[src/rtl/fp16_mul_arbiter.sv]
// rtl/fp16_mul_arbiter.sv - round-robin arbiter sharing one external FP16 multiplier
// Operands are registered on accept, the product is registered one cycle later and held until taken.
module fp16_mul_arbiter #(
  parameter int NUM_REQ = 4,
  parameter int ID_W    = 2
) (
  input  logic                  clk,
  input  logic                  rst_n,
  input  logic [NUM_REQ-1:0]    req_valid,
  input  logic [16*NUM_REQ-1:0] req_a,
  input  logic [16*NUM_REQ-1:0] req_b,
  output logic [NUM_REQ-1:0]    req_ready,
  output logic [15:0]           mul_a,
  output logic [15:0]           mul_b,
  input  logic [15:0]           mul_result,
  output logic                  rsp_valid,
  input  logic                  rsp_ready,
  output logic [ID_W-1:0]       rsp_id,
  output logic [15:0]           rsp_result,
  output logic                  busy
);

  typedef enum logic [1:0] {IDLE, EXEC, RESP} state_t;

  state_t             state;
  state_t             state_nxt;
  logic [ID_W-1:0]    last_grant;
  logic [ID_W-1:0]    grant_id;
  logic               grant_any;
  logic [NUM_REQ-1:0] grant;
  logic               accept;
  logic [15:0]        sel_a;
  logic [15:0]        sel_b;
  logic [ID_W:0]      rr_sum;
  logic [ID_W-1:0]    rr_idx;

  // Search starts one past the previous winner and wraps modulo NUM_REQ.
  always_comb begin
    grant_any = 1'b0;
    grant_id  = last_grant;
    rr_sum    = '0;
    rr_idx    = '0;
    for (int k = 1; k <= NUM_REQ; k++) begin
      rr_sum = {1'b0, last_grant} + (ID_W+1)'(k);
      if (rr_sum >= (ID_W+1)'(NUM_REQ)) begin
        rr_sum = rr_sum - (ID_W+1)'(NUM_REQ);
      end
      rr_idx = rr_sum[ID_W-1:0];
      if (!grant_any && req_valid[rr_idx]) begin
        grant_any = 1'b1;
        grant_id  = rr_idx;
      end
    end
  end

  always_comb begin
    grant = '0;
    if (grant_any) begin
      grant[grant_id] = 1'b1;
    end
  end

  always_comb begin
    sel_a = '0;
    sel_b = '0;
    for (int i = 0; i < NUM_REQ; i++) begin
      if (grant[i]) begin
        sel_a = req_a[16*i +: 16];
        sel_b = req_b[16*i +: 16];
      end
    end
  end

  always_ff @(posedge clk or negedge rst_n) begin
    if (!rst_n) begin
      state <= IDLE;
    end else begin
      state <= state_nxt;
    end
  end

  always_comb begin
    state_nxt = state;
    req_ready = '0;
    case (state)
      IDLE: begin
        req_ready = grant;
        if (grant_any) begin
          state_nxt = EXEC;
        end
      end
      EXEC: state_nxt = RESP;
      RESP: begin
        if (rsp_ready) begin
          state_nxt = IDLE;
        end
      end
      default: state_nxt = IDLE;
    endcase
  end

  assign accept = |(req_valid & req_ready);
  assign busy   = (state != IDLE);

  // last_grant only moves on accept, so it doubles as the in-flight requester id.
  always_ff @(posedge clk or negedge rst_n) begin
    if (!rst_n) begin
      mul_a      <= 16'h0000;
      mul_b      <= 16'h0000;
      last_grant <= ID_W'(NUM_REQ - 1);
      rsp_valid  <= 1'b0;
      rsp_id     <= '0;
      rsp_result <= 16'h0000;
    end else begin
      if (accept) begin
        mul_a      <= sel_a;
        mul_b      <= sel_b;
        last_grant <= grant_id;
      end
      if (state == EXEC) begin
        rsp_result <= mul_result;
        rsp_id     <= last_grant;
        rsp_valid  <= 1'b1;
      end else if (state == RESP && rsp_ready) begin
        rsp_valid  <= 1'b0;
      end
    end
  end

endmodule

[config.mk]
export PLATFORM = sky130hd
export DESIGN_NAME = fp16_mul_arbiter
export DESIGN_NICKNAME = d
export VERILOG_FILES = /design/src/rtl/fp16_mul_arbiter.sv
export SDC_FILE = /design/constraint.sdc
export NUM_CORES = 1
export LEC_CHECK = 0
export ABC_AREA = 1
export CAP_MARGIN = 20
export CORE_UTILIZATION = 37
export CTS_BUF_LIST = sky130_fd_sc_hd__clkbuf_4 sky130_fd_sc_hd__clkbuf_8 sky130_fd_sc_hd__clkbuf_16
export CTS_CLUSTER_DIAMETER = 150
export CTS_CLUSTER_SIZE = 28
export DETAILED_ROUTE_END_ITERATION = 7
export PLACE_DENSITY_LB_ADDON = 0.05
export SLEW_MARGIN = 15
export SYNTH_ARGS = -nofsm -noshare
export SYNTH_HDL_FRONTEND = slang
export SYNTH_SLANG_ARGS = --single-unit
[constraint.sdc]
create_clock -name clk -period 2.5 [get_ports clk]
set_clock_uncertainty 0.1 [all_clocks]
set_input_delay 0.25 -clock clk [delete_from_list [all_inputs] [get_ports clk]]
set_output_delay 0.25 -clock clk [all_outputs]
set_load 0.1 [all_outputs]
Fig. 1: placed standard cells
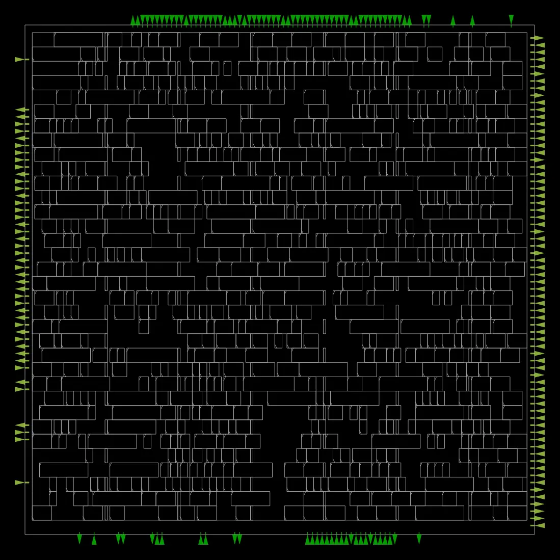
Flops: 55
FP Rows: 34

Fig. 2: port wiring
Drawn at 4 px/um.
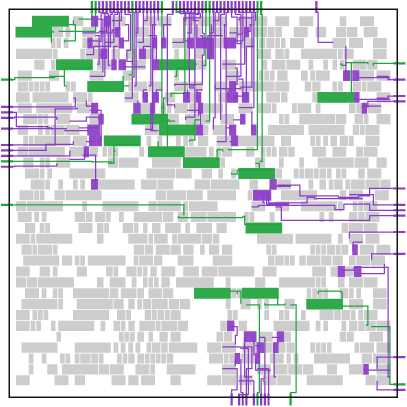
color	port	bits	direction	end cells	buffers	wire
green	`mul_b`	16	output	16	16	560 um
purple	`req_b`	64	input	64	64	1420 um
number of I/O port buffers: 206
I/O pin count: 207

==> CHANGELOG.md <==
## Implementation

* Critical path startpoint: last_grant[1]
* Worst hold slack at 0.363 ns
* Number of clock sinks at 55
* Comb area share at 31.4%
* Slowest CP cell: dfstp_2
* Routed met2 length at 5720 um
* Worst R2R Setup Slack at 0.10 ns
* CLK BUF at 5
* Top flop regs: mul_a (16), mul_b (16), rsp_result (16)
* Mapped cell area at 3310 sq um
* Sum Neg Setup Slack at -0.395 ns
* Routed wire length at 11800 um
* CP Capture Point: req_ready[1]
* Slowest stage delay, CP at 0.58 ns
* TritonCTS buffer count at 5
* Final period utilization at 106%
* Main flop type: dfrtp_1
* Critical path class: flip-flop to output port
* Top cell area share at 40.0%
* Count of tool warnings at 29
* Adder-Cell Fraction of Synth Area at 0%
* Dominant comb cell: simple AND/OR/NAND/NOR gates
* Met2 Track Usage GR at 44.4%
* Clk latency late pin at 0.31 ns
* Wire per inst at 14.7 um
* XORs/XNORs by Area at 0%
* Clock-cell share of area at 1.55%
* Top Metal Used: met4
* Inverters at 13
* Leading cell kind: buffers
* Yosys aoi share at 1.59%
* Total track usage at 25.6%
* Count leader, synth: nand2_1
* Most frequent logic cell in the layout: nand2_1
* GR peak layer: met2
* Maxcap violations at 0
* Syn_area_per_cell at 6.88 sq um
* Sequential share of the synthesized area at 41.6%
* Final hold violations at 0
* Yosys chip area at 3310 sq um
* Starting Density at 38.2%
* Via count at 4032
* GP Congestion at 0.851
* Worst Tran Pin Value at 0.605 ns
* Gr ovfl total at 0
* Fin area at 5730 sq um
* Antenna-violating nets left at 0
* Fmax at 376 MHz
* Post-synthesis cell count from yosys at 482
* Logic area at 1800 sq um
* Repair and plain buffers at 235
* Mapped Nets at 633
* M1 wire length at 4890 um
* Register Area at 1380 sq um
* Largest net degree at the start of global routing at 39
* Gate Count Post-Synth at 482
* Post-cts sizing count at 9
* Cell Area, Placed at 5460 sq um
* Dpl cells at 783
* Detailed Place HPWL at 8700 um
* Clk root buf: clkbuf_8
* Tmin final at 2.66 ns
* Drc violations at 0
* Chip area at 9340 sq um
* Met3 routed WL at 1010 um
* RSZ-0062 raised after global routing: yes
* CP Data Required Time at 2.15 ns
* Share of post-route cells with drive strength above 1 at 18.3%
* Worst hold endpoint: rsp_result[10]
* Hold Crit Start: mul_result[10]
* Final Setup Violations at 4
* WHS Path Cells at 3
* Htree depth at 2
* Ranking of synthesized cells by area: dfrtp_1 (40%), nand2_1 (28%), nand3_1 (11%), nand4_1 (6.0%), buf_2 (2.1%)
* Max-slew violation count at 0
* DIE HEIGHT at 96.6 um
* Critical Path Most Common Cell: nand2_4
* Flip-flops with a built-in enable at 0
* Post-place setup slack at 0.0286 ns
* Post-CTS setup repair buffer count at 8
* Clk slew on worst S/H paths at 0.10 ns
* Initial antenna violation count at 0
* Post-layout utilization of the core at 66.0%
* Final-layout non-clock buffer area share at 39.7%
* Multiplexer area fraction after synthesis at 0%
* Outcome: finished, violations left
* CP startpoint kind: flip-flop
* Tapcell Cnt at 108
* Async S/R FF share, synth at 100%
* Antenna Cells at 0
* Crit-path leading delay family: simple AND/OR/NAND/NOR gates
* Met1 Resource Use GR at 31.2%
* Failing checks: negative setup slack
* Hold Path Class: input pin to flip-flop
* Final Non-Filler Cells at 803
* Final worst slack at -0.158 ns
* Met3 usage at 6.79%
* Logic Gate Count at 384
* Cell Type Count at 23
* Yosys reg bits at 55
* Post-synth top area cell: dfrtp_1
* Worst path cell trace: clkinvlp_4 > nand2_2 > nand2_4 > nand2_4 > nand2_4 > nor2_4 > nand3_2 > nand2_4 > nand2_4 > nor3_4 > buf_12
* Top Layout Cells: nand2_1 (238), clkdlybuf4s50_1 (149), nand3_1 (73), buf_4 (70), dfrtp_1 (53)
* CTS max path bufs at 2
* Number of global-route vias before repair at 4030
* CP Depth at 11
* Final net count at 845
* Seq area share at 24.1%
* CTS tree: built
* Critical R2R Launch: last_grant[1]
* Top cells by count: nand2_1 (249), nand3_1 (74), dfrtp_1 (53)
* CP Buf/Inv Count at 2
* Layout fillers at 768
* Synth Warn # at 0
* Vias per inst at 5.02
* Crit-path max FO at 6
* Synth-to-layout area growth at 72.8%
* Iter 0 DRT Violations at 112
* Critical path arrival at 2.31 ns
* Reg2reg end: mul_a[14]
* Endpoint class of the critical path: output port
